**Run 1: sequential cells grouped by signal name**

Other sequential cells in the stronger gray, the rest of the logic in the fainter gray.
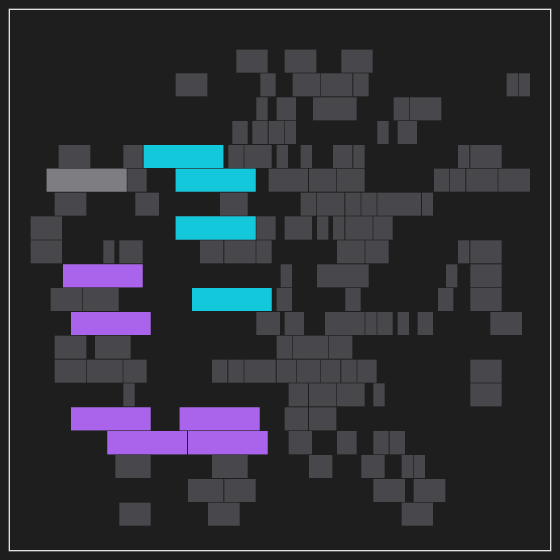
**Run 1: gate families picked out**

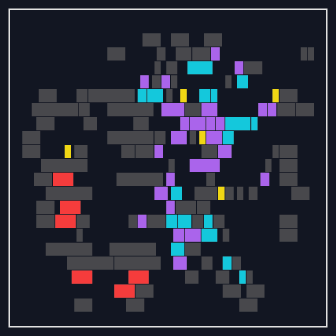
**Run 1: clock distribution**

Scale bar: 20 microns.
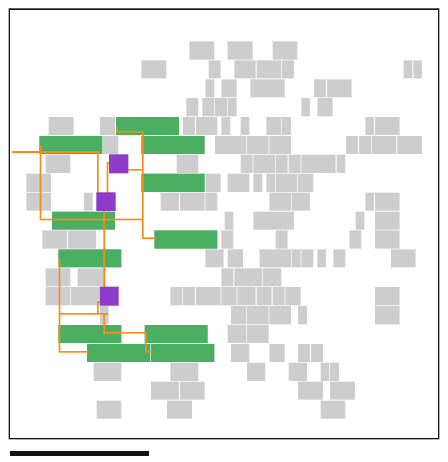
$ cat config.mk
export PLATFORM = sky130hd
export DESIGN_NAME = mips_multicycle_ctrl
export DESIGN_NICKNAME = d
export VERILOG_FILES = /design/src/rtl/mips_ctrl_pkg.sv /design/src/rtl/mips_ctrl_decode.sv /design/src/rtl/mips_multicycle_ctrl.sv
export SDC_FILE = /design/constraint.sdc
export NUM_CORES = 1
export LEC_CHECK = 0
export CORE_MARGIN = 2
export CORE_UTILIZATION = 30
export DETAILED_ROUTE_END_ITERATION = 16
export PLACE_DENSITY_LB_ADDON = 0.08
export SLEW_MARGIN = 10
export SYNTH_ARGS = -nofsm -noshare
export SYNTH_HDL_FRONTEND = slang
export SYNTH_SLANG_ARGS = --single-unit
$ cat constraint.sdc
create_clock -name i_clk -period 3.7 [get_ports i_clk]
set_clock_uncertainty 0.15 [all_clocks]
set_input_delay 0.925 -clock i_clk [delete_from_list [all_inputs] [get_ports i_clk]]
set_output_delay 0.925 -clock i_clk [all_outputs]
set_load 0.01 [all_outputs]
$ cat src/rtl/mips_ctrl_pkg.sv
// rtl/mips_ctrl_pkg.sv - shared opcodes, state encoding and output codes for the multicycle control FSM
package mips_ctrl_pkg;

  // Instruction bits [31:26] recognised by the controller
  localparam logic [5:0] OP_RTYPE = 6'b000000;
  localparam logic [5:0] OP_J     = 6'b000010;
  localparam logic [5:0] OP_BEQ   = 6'b000100;
  localparam logic [5:0] OP_BNE   = 6'b000101;
  localparam logic [5:0] OP_BGTZ  = 6'b000111;
  localparam logic [5:0] OP_ADDI  = 6'b001000;
  localparam logic [5:0] OP_LW    = 6'b100011;
  localparam logic [5:0] OP_SW    = 6'b101011;

  typedef enum logic [3:0] {
    ST_RESET,
    ST_FETCH,
    ST_DECODE,
    ST_EXEC_R,
    ST_EXEC_ADDR,
    ST_EXEC_BR,
    ST_JUMP,
    ST_MEM_RD,
    ST_MEM_WR,
    ST_WB_ALU,
    ST_WB_MEM,
    ST_TRAP
  } state_t;

  localparam logic [2:0] ALU_IDLE   = 3'b000;
  localparam logic [2:0] ALU_FUNCT  = 3'b001;
  localparam logic [2:0] ALU_ADD    = 3'b010;
  localparam logic [2:0] ALU_BRANCH = 3'b100;

  localparam logic [1:0] CAUSE_NONE    = 2'b00;
  localparam logic [1:0] CAUSE_ILLEGAL = 2'b01;
  localparam logic [1:0] CAUSE_TIMEOUT = 2'b10;

  // Bit positions of the one-hot instruction class
  localparam int CLS_R    = 0;
  localparam int CLS_IMM  = 1;
  localparam int CLS_LW   = 2;
  localparam int CLS_SW   = 3;
  localparam int CLS_BEQ  = 4;
  localparam int CLS_BNE  = 5;
  localparam int CLS_BGTZ = 6;
  localparam int CLS_J    = 7;
  localparam int CLS_ILL  = 8;
  localparam int CLS_W    = 9;

endpackage

$ cat src/rtl/mips_ctrl_decode.sv
// rtl/mips_ctrl_decode.sv - combinational opcode classifier producing a one-hot instruction class
module mips_ctrl_decode
  import mips_ctrl_pkg::*;
#(
  parameter bit ENABLE_JUMP = 1'b1
) (
  input  logic [5:0]       i_opcode,
  output logic [CLS_W-1:0] o_class
);

  // Exactly one class bit is set for every opcode; j falls back to illegal when disabled
  always_comb begin
    o_class = '0;
    case (i_opcode)
      OP_RTYPE: o_class[CLS_R]    = 1'b1;
      OP_ADDI:  o_class[CLS_IMM]  = 1'b1;
      OP_LW:    o_class[CLS_LW]   = 1'b1;
      OP_SW:    o_class[CLS_SW]   = 1'b1;
      OP_BEQ:   o_class[CLS_BEQ]  = 1'b1;
      OP_BNE:   o_class[CLS_BNE]  = 1'b1;
      OP_BGTZ:  o_class[CLS_BGTZ] = 1'b1;
      OP_J: begin
        if (ENABLE_JUMP) o_class[CLS_J] = 1'b1;
        else             o_class[CLS_ILL] = 1'b1;
      end
      default:  o_class[CLS_ILL]  = 1'b1;
    endcase
  end

endmodule

$ cat src/rtl/mips_multicycle_ctrl.sv
// rtl/mips_multicycle_ctrl.sv - multicycle MIPS control FSM sharing one memory port, with illegal/timeout trap
module mips_multicycle_ctrl
  import mips_ctrl_pkg::*;
#(
  parameter bit ENABLE_JUMP = 1'b1,
  parameter int MEM_TIMEOUT = 0
) (
  input  logic       i_clk,
  input  logic       i_rst_n,
  input  logic [5:0] i_opcode,
  input  logic       i_mem_ready,
  output logic       o_mem_req,
  output logic       o_mem_we,
  output logic       o_iord,
  output logic       o_ir_write,
  output logic       o_pc_inc,
  output logic       o_pc_jump,
  output logic       o_reg_write,
  output logic       o_reg_dst,
  output logic       o_data_in_sel,
  output logic       o_alu_b_sel,
  output logic       o_ext_op,
  output logic [2:0] o_alu_op,
  output logic       o_branch_en,
  output logic       o_beq_en,
  output logic       o_bne_en,
  output logic       o_bgtz_en,
  output logic       o_retire,
  output logic       o_trap,
  output logic [1:0] o_trap_cause
);

  // Counter must hold 0..MEM_TIMEOUT; keep one bit when the timeout is disabled
  localparam int              CNT_W     = (MEM_TIMEOUT > 0) ? $clog2(MEM_TIMEOUT + 1) : 1;
  localparam logic [CNT_W-1:0] CNT_LIMIT = CNT_W'(MEM_TIMEOUT);

  state_t           r_state;
  state_t           w_state_next;
  logic [5:0]       r_opcode_q;
  logic [CNT_W-1:0] r_wait_cnt;
  logic [CNT_W-1:0] w_wait_inc;
  logic [1:0]       r_trap_cause;
  logic [1:0]       w_trap_cause_next;
  logic [CLS_W-1:0] w_class;
  logic             w_mem_state;
  logic             w_waiting;
  logic             w_timeout;

  mips_ctrl_decode #(
    .ENABLE_JUMP(ENABLE_JUMP)
  ) u_decode (
    .i_opcode(r_opcode_q),
    .o_class (w_class)
  );

  assign w_mem_state = (r_state == ST_FETCH) || (r_state == ST_MEM_RD) || (r_state == ST_MEM_WR);
  assign w_waiting   = (MEM_TIMEOUT != 0) && w_mem_state && !i_mem_ready;
  assign w_wait_inc  = r_wait_cnt + CNT_W'(1);
  // This wait cycle is the one that brings the count up to the limit; a ready in it wins
  assign w_timeout   = w_waiting && (w_wait_inc == CNT_LIMIT);

  // State and trap cause; both drop asynchronously on reset
  always_ff @(posedge i_clk or negedge i_rst_n) begin
    if (!i_rst_n) begin
      r_state      <= ST_RESET;
      r_trap_cause <= CAUSE_NONE;
    end else begin
      r_state      <= w_state_next;
      r_trap_cause <= w_trap_cause_next;
    end
  end

  // Opcode capture on fetch completion and per-access wait counter (zero outside a wait)
  always_ff @(posedge i_clk or negedge i_rst_n) begin
    if (!i_rst_n) begin
      r_opcode_q <= '0;
      r_wait_cnt <= '0;
    end else begin
      if (r_state == ST_FETCH && i_mem_ready) r_opcode_q <= i_opcode;
      if (w_waiting) r_wait_cnt <= w_wait_inc;
      else           r_wait_cnt <= '0;
    end
  end

  // Next-state and datapath controls; only ir_write/pc_inc/retire depend on mem_ready
  always_comb begin
    w_state_next      = r_state;
    w_trap_cause_next = r_trap_cause;
    o_mem_req         = 1'b0;
    o_mem_we          = 1'b0;
    o_iord            = 1'b0;
    o_ir_write        = 1'b0;
    o_pc_inc          = 1'b0;
    o_pc_jump         = 1'b0;
    o_reg_write       = 1'b0;
    o_reg_dst         = 1'b0;
    o_data_in_sel     = 1'b0;
    o_alu_b_sel       = 1'b0;
    o_ext_op          = 1'b1;
    o_alu_op          = ALU_IDLE;
    o_branch_en       = 1'b0;
    o_beq_en          = 1'b0;
    o_bne_en          = 1'b0;
    o_bgtz_en         = 1'b0;
    o_retire          = 1'b0;
    o_trap            = 1'b0;
    o_trap_cause      = CAUSE_NONE;
    case (r_state)
      ST_RESET: w_state_next = ST_FETCH;
      ST_FETCH: begin
        o_mem_req = 1'b1;
        if (i_mem_ready) begin
          o_ir_write   = 1'b1;
          o_pc_inc     = 1'b1;
          w_state_next = ST_DECODE;
        end else if (w_timeout) begin
          w_state_next      = ST_TRAP;
          w_trap_cause_next = CAUSE_TIMEOUT;
        end
      end
      ST_DECODE: begin
        if (w_class[CLS_R])                                             w_state_next = ST_EXEC_R;
        else if (w_class[CLS_IMM] || w_class[CLS_LW] || w_class[CLS_SW]) w_state_next = ST_EXEC_ADDR;
        else if (w_class[CLS_BEQ] || w_class[CLS_BNE] || w_class[CLS_BGTZ]) w_state_next = ST_EXEC_BR;
        else if (w_class[CLS_J])                                        w_state_next = ST_JUMP;
        else if (w_class[CLS_ILL]) begin
          w_state_next      = ST_TRAP;
          w_trap_cause_next = CAUSE_ILLEGAL;
        end
      end
      ST_EXEC_R: begin
        o_alu_op     = ALU_FUNCT;
        w_state_next = ST_WB_ALU;
      end
      ST_EXEC_ADDR: begin
        o_alu_op    = ALU_ADD;
        o_alu_b_sel = 1'b1;
        if (w_class[CLS_LW])      w_state_next = ST_MEM_RD;
        else if (w_class[CLS_SW]) w_state_next = ST_MEM_WR;
        else                      w_state_next = ST_WB_ALU;
      end
      ST_MEM_RD, ST_MEM_WR: begin
        o_mem_req   = 1'b1;
        o_iord      = 1'b1;
        o_alu_b_sel = 1'b1;
        o_alu_op    = ALU_ADD;
        o_mem_we    = (r_state == ST_MEM_WR);
        if (i_mem_ready) begin
          o_retire     = (r_state == ST_MEM_WR);
          w_state_next = (r_state == ST_MEM_WR) ? ST_FETCH : ST_WB_MEM;
        end else if (w_timeout) begin
          w_state_next      = ST_TRAP;
          w_trap_cause_next = CAUSE_TIMEOUT;
        end
      end
      ST_WB_ALU: begin
        o_reg_write  = 1'b1;
        o_reg_dst    = w_class[CLS_R];
        o_retire     = 1'b1;
        w_state_next = ST_FETCH;
      end
      ST_WB_MEM: begin
        o_reg_write   = 1'b1;
        o_data_in_sel = 1'b1;
        o_retire      = 1'b1;
        w_state_next  = ST_FETCH;
      end
      ST_EXEC_BR: begin
        o_alu_op     = ALU_BRANCH;
        o_branch_en  = 1'b1;
        o_beq_en     = w_class[CLS_BEQ];
        o_bne_en     = w_class[CLS_BNE];
        o_bgtz_en    = w_class[CLS_BGTZ];
        o_retire     = 1'b1;
        w_state_next = ST_FETCH;
      end
      ST_JUMP: begin
        o_pc_jump    = 1'b1;
        o_retire     = 1'b1;
        w_state_next = ST_FETCH;
      end
      ST_TRAP: begin
        o_trap       = 1'b1;
        o_trap_cause = r_trap_cause;
      end
      default: w_state_next = ST_RESET;
    endcase
  end

endmodule

==> impl_metrics.toml, run 1 <==
# generated from flow reports
[run_status]
status = "finished, final reports clean"

[global_route]
antenna_found_initial = 0
grt_pass1_wl_mm = 3.65
grt_pass1_vias = 777

[job]
maxCapViolations = 0

[logic_synthesis]
yosysCellCount = 116
ys_seq_share_pct = 27.7
syn-cell-area_sq_um = 995
ys_chip_area_sq_um = 995
netlist.area_leader.share_pct = 27.7
yosysTopAreaCell = "dfrtp_1"
ff_type = "dfrtp_1"

[final_layout]
drive_gt1_share_pct = 12.5
mostFrequentLayoutCells = "clkdlybuf4s50_1 (28), nor2_1 (11), dfrtp_1 (11)"
nNetsFinal = 146
area_growth_pct = 26.4

[detailed_routing]
drtIter0Drc = 40
dr.pass1.iters = 4
ant_nets = 0
num_vias = 903
routed_wl_mm = 2.21
via_per_inst = 5.02
post-route-drc-count = 0

[floorplan]
fp.coreArea_sq_um = 3100
fp-utilization_pct = 32.1
die_h_microns = 61.6
io_pins = 31
die_w_microns = 61.6
chip_area_sq_um = 3790

[worst_setup_path]
crit_arrival_ps = 2470
crit_path_max_incr_delay_ps = 540
start_kind = "input pin"
crit_slowest_cell = "clkdlybuf4s50_1"
crit_required_ps = 2620
worstSetupPathType = "in -> out"
endpoint_kind = "output port"
path_max_fanout = 5
crit_top_cell = "clkdlybuf4s50_1"

[cts]
cts_resized = 0
numCtsBuffers = 3
cts_tree = "built"
h-tree-depth = 1
cts.sinks = 11
clkTransAtPathRegs_ps = 70
clk_path_buf_depth = 2
post_cts_buffers = 0

[pwr]
power_density_nw_per_um2 = 717
leakage_nw = 0.471

[place]
port-buffer-count = 28

[sta]
setup_viol = 0
setup_tns_ps = 0
final.period_utilization_pct = 95.9
-- 'sequential cells grouped by signal name' (at the start) --
legend:
  cyan:
    name_in_the_netlist: r_state
    flops: 4
  purple:
    name_in_the_netlist: r_opcode_q
    flops: 6
    where: south-west
flop share of the area: 21.9%
P_seq: 0.000311 W
fin util: 40.5%
storage element area: 275 sq um

-- 'gate families picked out' (at the start) --
legend:
  purple:
    family: aoi and oai cells
    cells: 25
  yellow:
    family: inv cells
    cells: 5
  cyan:
    family: nand cells
    cells: 17
  red:
    family: mux cells
    cells: 6
    where: south-west
Commonest Layout Cell: clkdlybuf4s50_1
Layout Cells excl Fill: 180
combinational share of cell area: 47.3%

-- 'clock distribution' (at the start) --
legend:
  orange:
    item: clock wires
    length: 131 microns
  green:
    item: flip-flops
    count: 11
  purple:
    item: clock-net drivers
    count: 3
routed clock nets: 4
Latency at later pin: 260 ps
clock share of power: 8.5%
Clk. pwr: 0.0000770 W

-- run 1: metal layers --
layer,vias up,routed length (microns),track usage (%)
met5,-,0,0
met4,0,0,3.65
met3,0,101,1.26
met2,26,1020,19.2
met1,415,1090,19.3
li1,462,-,-
-- run 1: per-stage QoR --
step	instances	setup WS, ps	utilization [%]	hold slack, ps	area (sq um)
after floorplan	116	1130	-	280	995
after detailed placement	176	159	39.7	296	1230
after CTS	180	157	40.5	312	1260
after global placement	176	197	39.7	298	1230
after global routing	180	90.6	40.5	368	1260
final	180	152	40.5	306	1260
-- run 1: sequential cells by signal (all words and copies together), names as in the netlist --
register and flops:
r_opcode_q 6, r_state 4, r_trap_cause 1
-- run 1: report_power, final --
part / total [W] / internal, W / switching [W]
combinational: 0.000513 / 0.000284 / 0.000229
sequential: 0.000311 / 0.000175 / 0.000136
clock: 0.0000770 / 0.0000416 / 0.0000354
-- run 1: logic make-up (layout without fill, tap and decap cells) --
group           count (synthesis)  count (layout)  share of synthesized area [%]
simple gates                   48              48                           29.2
mux                             6               6                           6.79
other cells                     2               2                          0.755
buf+inv                        18              38                           12.6
xor+xnor                        1               1                          0.881
compound gates                 30              30                           22.1
flops                          11              11                           27.7
-- run 1: cell usage after synthesis (3+ instances only) --
master and number:
dfrtp_1 11, nor2_1 11, o21ai_0 9, buf_4 7, nor3_1 7, mux2_2 6, a21oi_1 5, inv_1 5
buf_6 4, nand2b_1 4, nand2_1 3, nand3_1 3
-- run 1: layout make-up --
cell class | count | area, sq um | share of cell area, %
Clock buffer | 4 | 26.3 | 2.09
Multi-Input combinational cell | 87 | 594 | 47.3
Timing Repair Buffer | 29 | 288 | 22.9
Tap cell | 44 | 55.1 | 4.38
Inverter | 5 | 18.8 | 1.49
Sequential cell | 11 | 275 | 21.9
-- run 1: worst paths after layout --
check | slack, ps | startpoint | to
worst max-delay path | 150 | i_mem_ready | o_retire
worst min-delay path | 310 | r_trap_cause[0] | r_trap_cause[0]
worst max register to register | 1850 | r_opcode_q[0] | r_state[1]
worst min register to register | 310 | r_trap_cause[0] | r_trap_cause[0]
max in group asynchronous | 2240 | i_rst_n | r_opcode_q[1]
min in group asynchronous | 840 | i_rst_n | r_trap_cause[0]
-- run 1: critical path: cells and delay by family --
family	cells	cell delay, ps
AND-OR/OR-AND	1	220
AND/OR/NAND/NOR	2	260
buffers and inverters	2	1070
==> inputs of run 2 (changes only) <==
- CAP_MARGIN: default -> 30
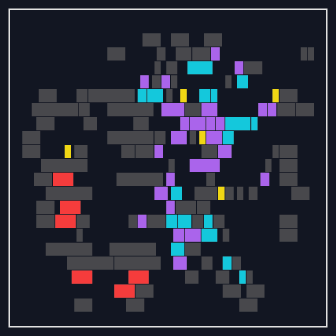
**Above:** run 2 (gate families picked out).
legend:
  yellow:
    family: inv cells
    cells: 5
  cyan:
    family: nand cells
    cells: 17
  purple:
    family: aoi and oai cells
    cells: 25
  red:
    family: mux cells
    cells: 6
    where: south-west

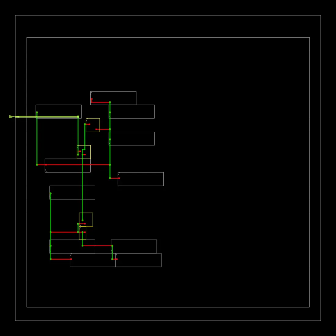
**Above:** run 2 (clock routing).
flop count: 11
Sink Count: 11
CTS buffer count: 3

==> run 2 against run 1 <==
Compared with the run above: via count unchanged; utilization is the same; clock-buffer cell count did not move; wire length unchanged; hold slack unchanged; largest power group unchanged.
==> impl_metrics.toml, run 2 <==
# generated from flow reports
[worst_setup_path]
crit_top_cell = "clkdlybuf4s50_1"
endpoint_kind = "output port"
crit_arrival_ps = 2470
crit_required_ps = 2620
crit_path_max_incr_delay_ps = 540
crit_slowest_cell = "clkdlybuf4s50_1"
worstSetupPathType = "in -> out"
path_max_fanout = 5
start_kind = "input pin"

[global_route]
grt_use_total_pct = 12.8
grt_pass1_vias = 777
grt_overflow = 0
grt_pass1_wl_mm = 3.65
grt_start_max_net_pins = 15
antenna_found_initial = 0

[min_path]
hold_class = "reg -> reg"

[cts]
cts_resized = 0
post_cts_buffers = 0
h-tree-depth = 1
clkTransAtPathRegs_ps = 70
cts_tree = "built"
clk_latency_ps = 260
clk_path_buf_depth = 2

[detailed_routing]
drtIter0Drc = 40
dr.pass1.iters = 4
via_per_inst = 5.02
routed_wl_mm = 2.21
wire_per_inst_microns = 12.3
ant_nets = 0
post-route-drc-count = 0
num_vias = 903

[floorplan]
chip_area_sq_um = 3790
die_w_microns = 61.6
fp-utilization_pct = 32.1
io_pins = 31
die_h_microns = 61.6
fp.coreArea_sq_um = 3100

[pwr]
power_density_nw_per_um2 = 717
power_switching_share_pct = 44.4
power.share.clock_pct = 8.5
p_switching_w = 0.000400
p_seq_share_pct = 34.5
p_int_w = 0.000501
combPwrFrac_pct = 57.0
leakage_nw = 0.471
ir_drop_uv = 298

[job]
maxCapViolations = 0
warning_count = 26

[sta]
final.period_utilization_pct = 95.9
setup_viol = 0
drv_slew = 0
rsz0062_at_grt = "false"
setup_tns_ps = 0

[final_layout]
mostFrequentLayoutCells = "clkdlybuf4s50_1 (28), nor2_1 (11), dfrtp_1 (11)"
top_register = "r_opcode_q"
diodes = 0
layout_top_cell = "clkdlybuf4s50_1"
top_regs = "r_opcode_q (6), r_state (4), r_trap_cause (1)"
largest_register_ffs = 6
drive_gt1_share_pct = 12.5
fin_area_sq_um = 1260
area_growth_pct = 26.4
nNetsFinal = 146

[logic_synthesis]
synth_cells = 116
syn-cell-area_sq_um = 995
ys_chip_area_sq_um = 995
yosysCellCount = 116
yosysUniqueCellTypes = 46
ys_seq_share_pct = 27.7
edf_count = 0
yosysTopAreaCell = "dfrtp_1"
area_leaders = "dfrtp_1 (28%), mux2_2 (6.8%), buf_4 (5.3%)"
netlist.area_leader.share_pct = 27.7
yosys-top-cells-count = "dfrtp_1 (11), nor2_1 (11), o21ai_0 (9), buf_4 (7), nor3_1 (7)"
ff_type = "dfrtp_1"

[place]
dpl-instance-area_sq_um = 1230
port-buffer-count = 28

[run_status]
status = "finished, final reports clean"
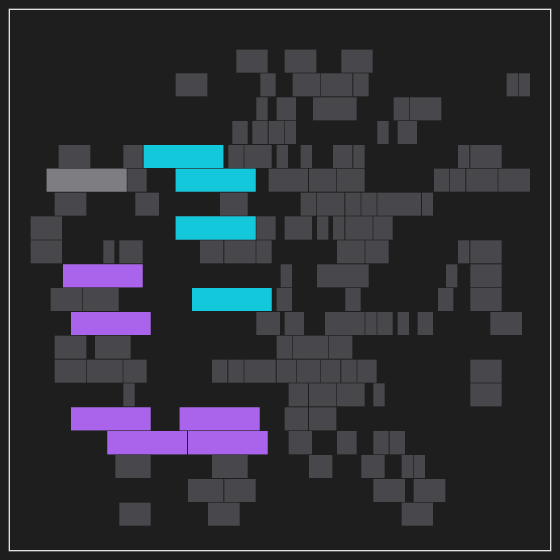
**Above:** run 2 (sequential cells grouped by signal name).
Other sequential cells in the stronger gray, the rest of the logic in the fainter gray.
legend:
  purple:
    name_in_the_netlist: r_opcode_q
    flops: 6
    where: south-west
  cyan:
    name_in_the_netlist: r_state
    flops: 4
not colored: 1

[run 2: worst max-delay path, delay by kind of cell]
kind	cells	cell delay, ps
and+or+nand+nor	2	260
buffers and inverters	2	1070
AOI/OAI and AO/OA	1	220
[run 2: metrics by stage]
step / cells / hold slack (ps) / setup WS [ps] / util [%] / total power [W]
floorplan: 116 / 280 / 1130 / - / 0.000682
global placement: 176 / 298 / 197 / 39.7 / 0.000825
detailed placement: 176 / 296 / 159 / 39.7 / 0.000827
CTS: 180 / 312 / 157 / 40.5 / 0.000909
global route: 180 / 368 / 90.6 / 40.5 / 0.000991
finish: 180 / 306 / 152 / 40.5 / 0.000901
[run 2: logic make-up (layout without fill, tap and decap cells)]
logic type,Yosys count,after routing,synth area share (%)
compound gates,30,30,22.1
xor+xnor,1,1,0.881
buf+inv,18,38,12.6
flops,11,11,27.7
mux,6,6,6.79
other cells,2,2,0.755
simple gates,48,48,29.2
[run 2: per-layer routing]
layer	routed length, microns	global-route usage (%)	up-vias
met5	0	0	-
met4	0	3.65	0
met3	101	1.26	0
met2	1020	19.2	26
met1	1090	19.3	415
li1	-	-	462
[run 2: final timing paths]
| check | from | end | slack [ps] | cells past startpoint |
|---|---|---|---|---|
| min in group asynchronous | i_rst_n | r_trap_cause[0] | 840 | 1 |
| worst min register to register | r_trap_cause[0] | r_trap_cause[0] | 310 | 1 |
| worst min-delay path | r_trap_cause[0] | r_trap_cause[0] | 310 | 1 |
| worst max register to register | r_opcode_q[0] | r_state[1] | 1850 | 4 |
| worst max-delay path | i_mem_ready | o_retire | 150 | 5 |
| max in group asynchronous | i_rst_n | r_opcode_q[1] | 2240 | 1 |
[run 2: cell type report]
| class | count | area (sq um) |
|---|---|---|
| fill | 337 | 1850 |
| multi-input combinational | 87 | 594 |
| timing repair buffer | 29 | 288 |
| sequential | 11 | 275 |
| tap | 44 | 55.1 |
| clock buffer | 4 | 26.3 |
| inverter | 5 | 18.8 |
[run 2: power groups by stage]
| stage | logic [W] | clock network, W | registers, W |
|---|---|---|---|
| after global routing | 0.000572 | 0.0000923 | 0.000327 |
| after floorplan | 0.000472 | 0 | 0.000210 |
| after detailed placement | 0.000519 | 0 | 0.000308 |
| after global placement | 0.000516 | 0 | 0.000309 |
| final | 0.000513 | 0.0000770 | 0.000311 |
| after CTS | 0.000521 | 0.0000821 | 0.000306 |
**Run 2: clock distribution**

Scale bar: 20 microns.
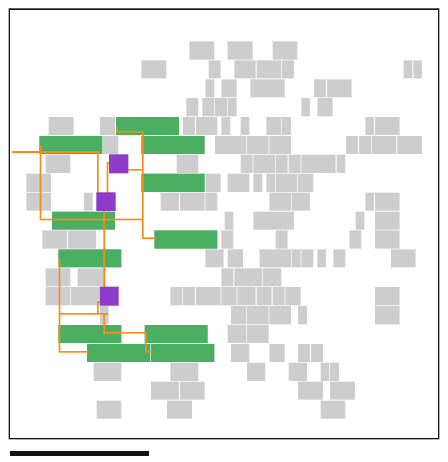

==> inputs of run 3 (changes only) <==
- CORE_MARGIN: 2 -> default
- CTS_CLUSTER_SIZE: default -> 20
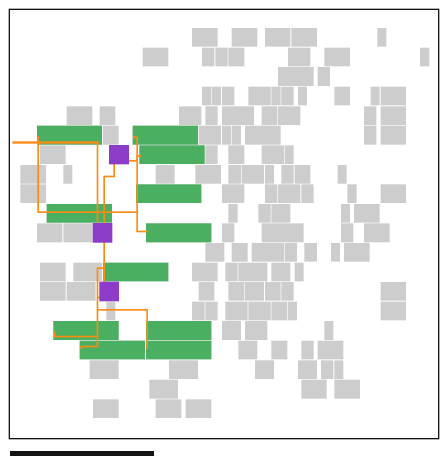
**Above:** run 3 (clock distribution).
Scale bar: 20 microns.
Clk. pwr: 0.0000763 W
Latency at later pin: 250 ps

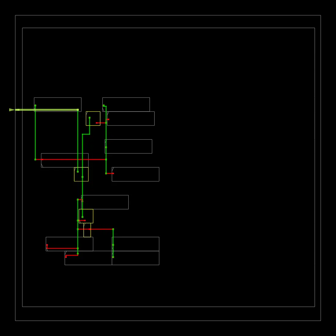
**Above:** run 3 (clock routing).
clock buffers: 4

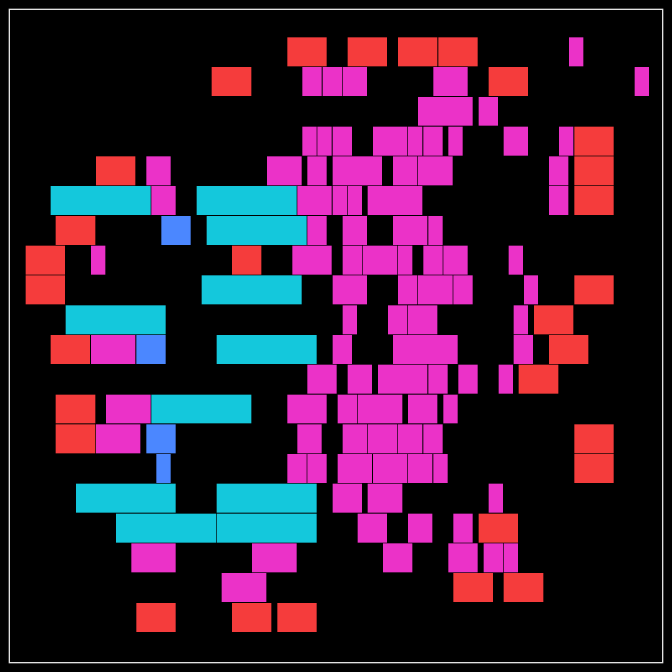
**Above:** run 3 (placed cells, one color a class).
legend:
  red:
    class: remaining buffers and delay cells
    cells: 29
    share_of_their_area: 24%
  magenta:
    class: remaining logic cells
    cells: 92
    share_of_their_area: 51%
  cyan:
    class: registers
    cells: 11
    share_of_their_area: 23%
  blue:
    class: clock drivers and dummy loads
    cells: 4
    share_of_their_area: 2.2%
core area: 3100 sq um
num rows: 20
Design Area, Final: 1260 sq um

==> run 3 against run 2 <==
Compared with the run above: hold slack got worse by 0.68 ps; critical path depth unchanged; wire length decreased by 3.3%; sequential power about the same; final area unchanged; combinational power about the same; fmax about the same; synthesized area unchanged; clock-buffer cell count unchanged; clock power decreased by 0.9%; critical endpoint unchanged; highest routed layer unchanged.
==> impl_metrics.toml, run 3 <==
# generated from flow reports
[run_status]
status = "finished, final reports clean"

[global_route]
grt_pass1_vias = 829
grt_overflow = 0
antenna_found_initial = 0

[pwr]
combPwrFrac_pct = 57.0
power.total_w = 0.000897
p_seq_share_pct = 34.5
power_switching_share_pct = 44.1
ir_drop_uv = 273
leakage_nw = 0.471

[sta]
drv_slew = 0
hold_ws_ps = 305
setup_tns_ps = 0
setup_viol = 0
final.period_utilization_pct = 95.9

[floorplan]
fp-utilization_pct = 32.1
io_pins = 31

[cts]
cts_tree = "built"
cts_resized = 0
h-tree-depth = 1
numCtsBuffers = 3

[logic_synthesis]
yosysTopAreaCell = "dfrtp_1"
ys_seq_share_pct = 27.7
yosys-top-cells-count = "dfrtp_1 (11), nor2_1 (11), o21ai_0 (9), buf_4 (7), nor3_1 (7)"
synth_cells = 116
yosysUniqueCellTypes = 46
ys_chip_area_sq_um = 995
syn-cell-area_sq_um = 995

[detailed_routing]
routed_wl_mm = 2.14
num_vias = 913
dr.pass1.iters = 4
ant_nets = 0

[worst_setup_path]
crit_slowest_cell = "clkdlybuf4s50_1"
crit_path_max_incr_delay_ps = 540
crit_top_cell = "clkdlybuf4s50_1"
setup.worst_path.start = "i_mem_ready"

[final_layout]
top_regs = "r_opcode_q (6), r_state (4), r_trap_cause (1)"
top_register = "r_opcode_q"
area_growth_pct = 26.4
layout_top_cell = "clkdlybuf4s50_1"

[place]
port-buffer-count = 28

[job]
warning_count = 26
maxCapViolations = 0

[min_path]
hold_start = "r_trap_cause[0]"
==> run 3: cell counts after synthesis <==
No cell type changed its count.
==> run 3: final cells by class <==
class	count	area (sq um)	area share, %
multi-input cells	87	594	47.3
repair buffers	29	288	22.9
flip-flops and latches	11	275	21.9
well taps	44	55.1	4.38
clock buffers	4	26.3	2.09
inverters	5	18.8	1.49
==> run 3: worst max-delay path: cells and delay by family <==
family	cells	cell delay [ps]
buffers and inverters	2	1060
AOI/OAI and AO/OA	1	210
and+or+nand+nor	2	270
==> run 3: cells by family after synthesis <==
group           synth area share (%)
mux                             6.79
simple gates                    29.2
compound gates                  22.1
buf+inv                         12.6
flops                           27.7
other cells                    0.755
xor+xnor                       0.881
==> run 3: routing by layer <==
layer  routed length, microns  GRT usage (%)  part of all wire (%)
met1                     1040           18.9                    49
met3                       83           1.31                   3.9
met5                        0              0                     0
met2                     1010           20.9                    47
met4                        0           3.99                     0
==> run 3: final timing paths <==
kind / to / slack, ps / cells after the start
hold / removal: r_trap_cause[0] / 310 / 1
setup reg to reg: r_state[1] / 1880 / 4
max in group asynchronous: r_state[1] / 2240 / 1
setup / recovery: o_retire / 150 / 5
hold reg to reg: r_trap_cause[0] / 310 / 1
min in group asynchronous: r_opcode_q[3] / 840 / 1
==> run 3: power groups by stage <==
stage	combinational (W)	sequential, W	clock, W
floorplan	0.000472	0.000210	0
global placement	0.000515	0.000309	0
detailed placement	0.000517	0.000308	0
CTS	0.000518	0.000305	0.0000797
global route	0.000568	0.000326	0.0000898
finish	0.000511	0.000309	0.0000763
==> run 3: through the flow <==
stage / worst slack [ps] / cells / util (%)
after global placement: 200 / 176 / 39.7
after global routing: 88.2 / 180 / 40.5
final: 152 / 180 / 40.5
after floorplan: 1130 / 116 / -
after detailed placement: 166 / 176 / 39.7
after CTS: 160 / 180 / 40.5
Power and IR drop assume default switching activity.
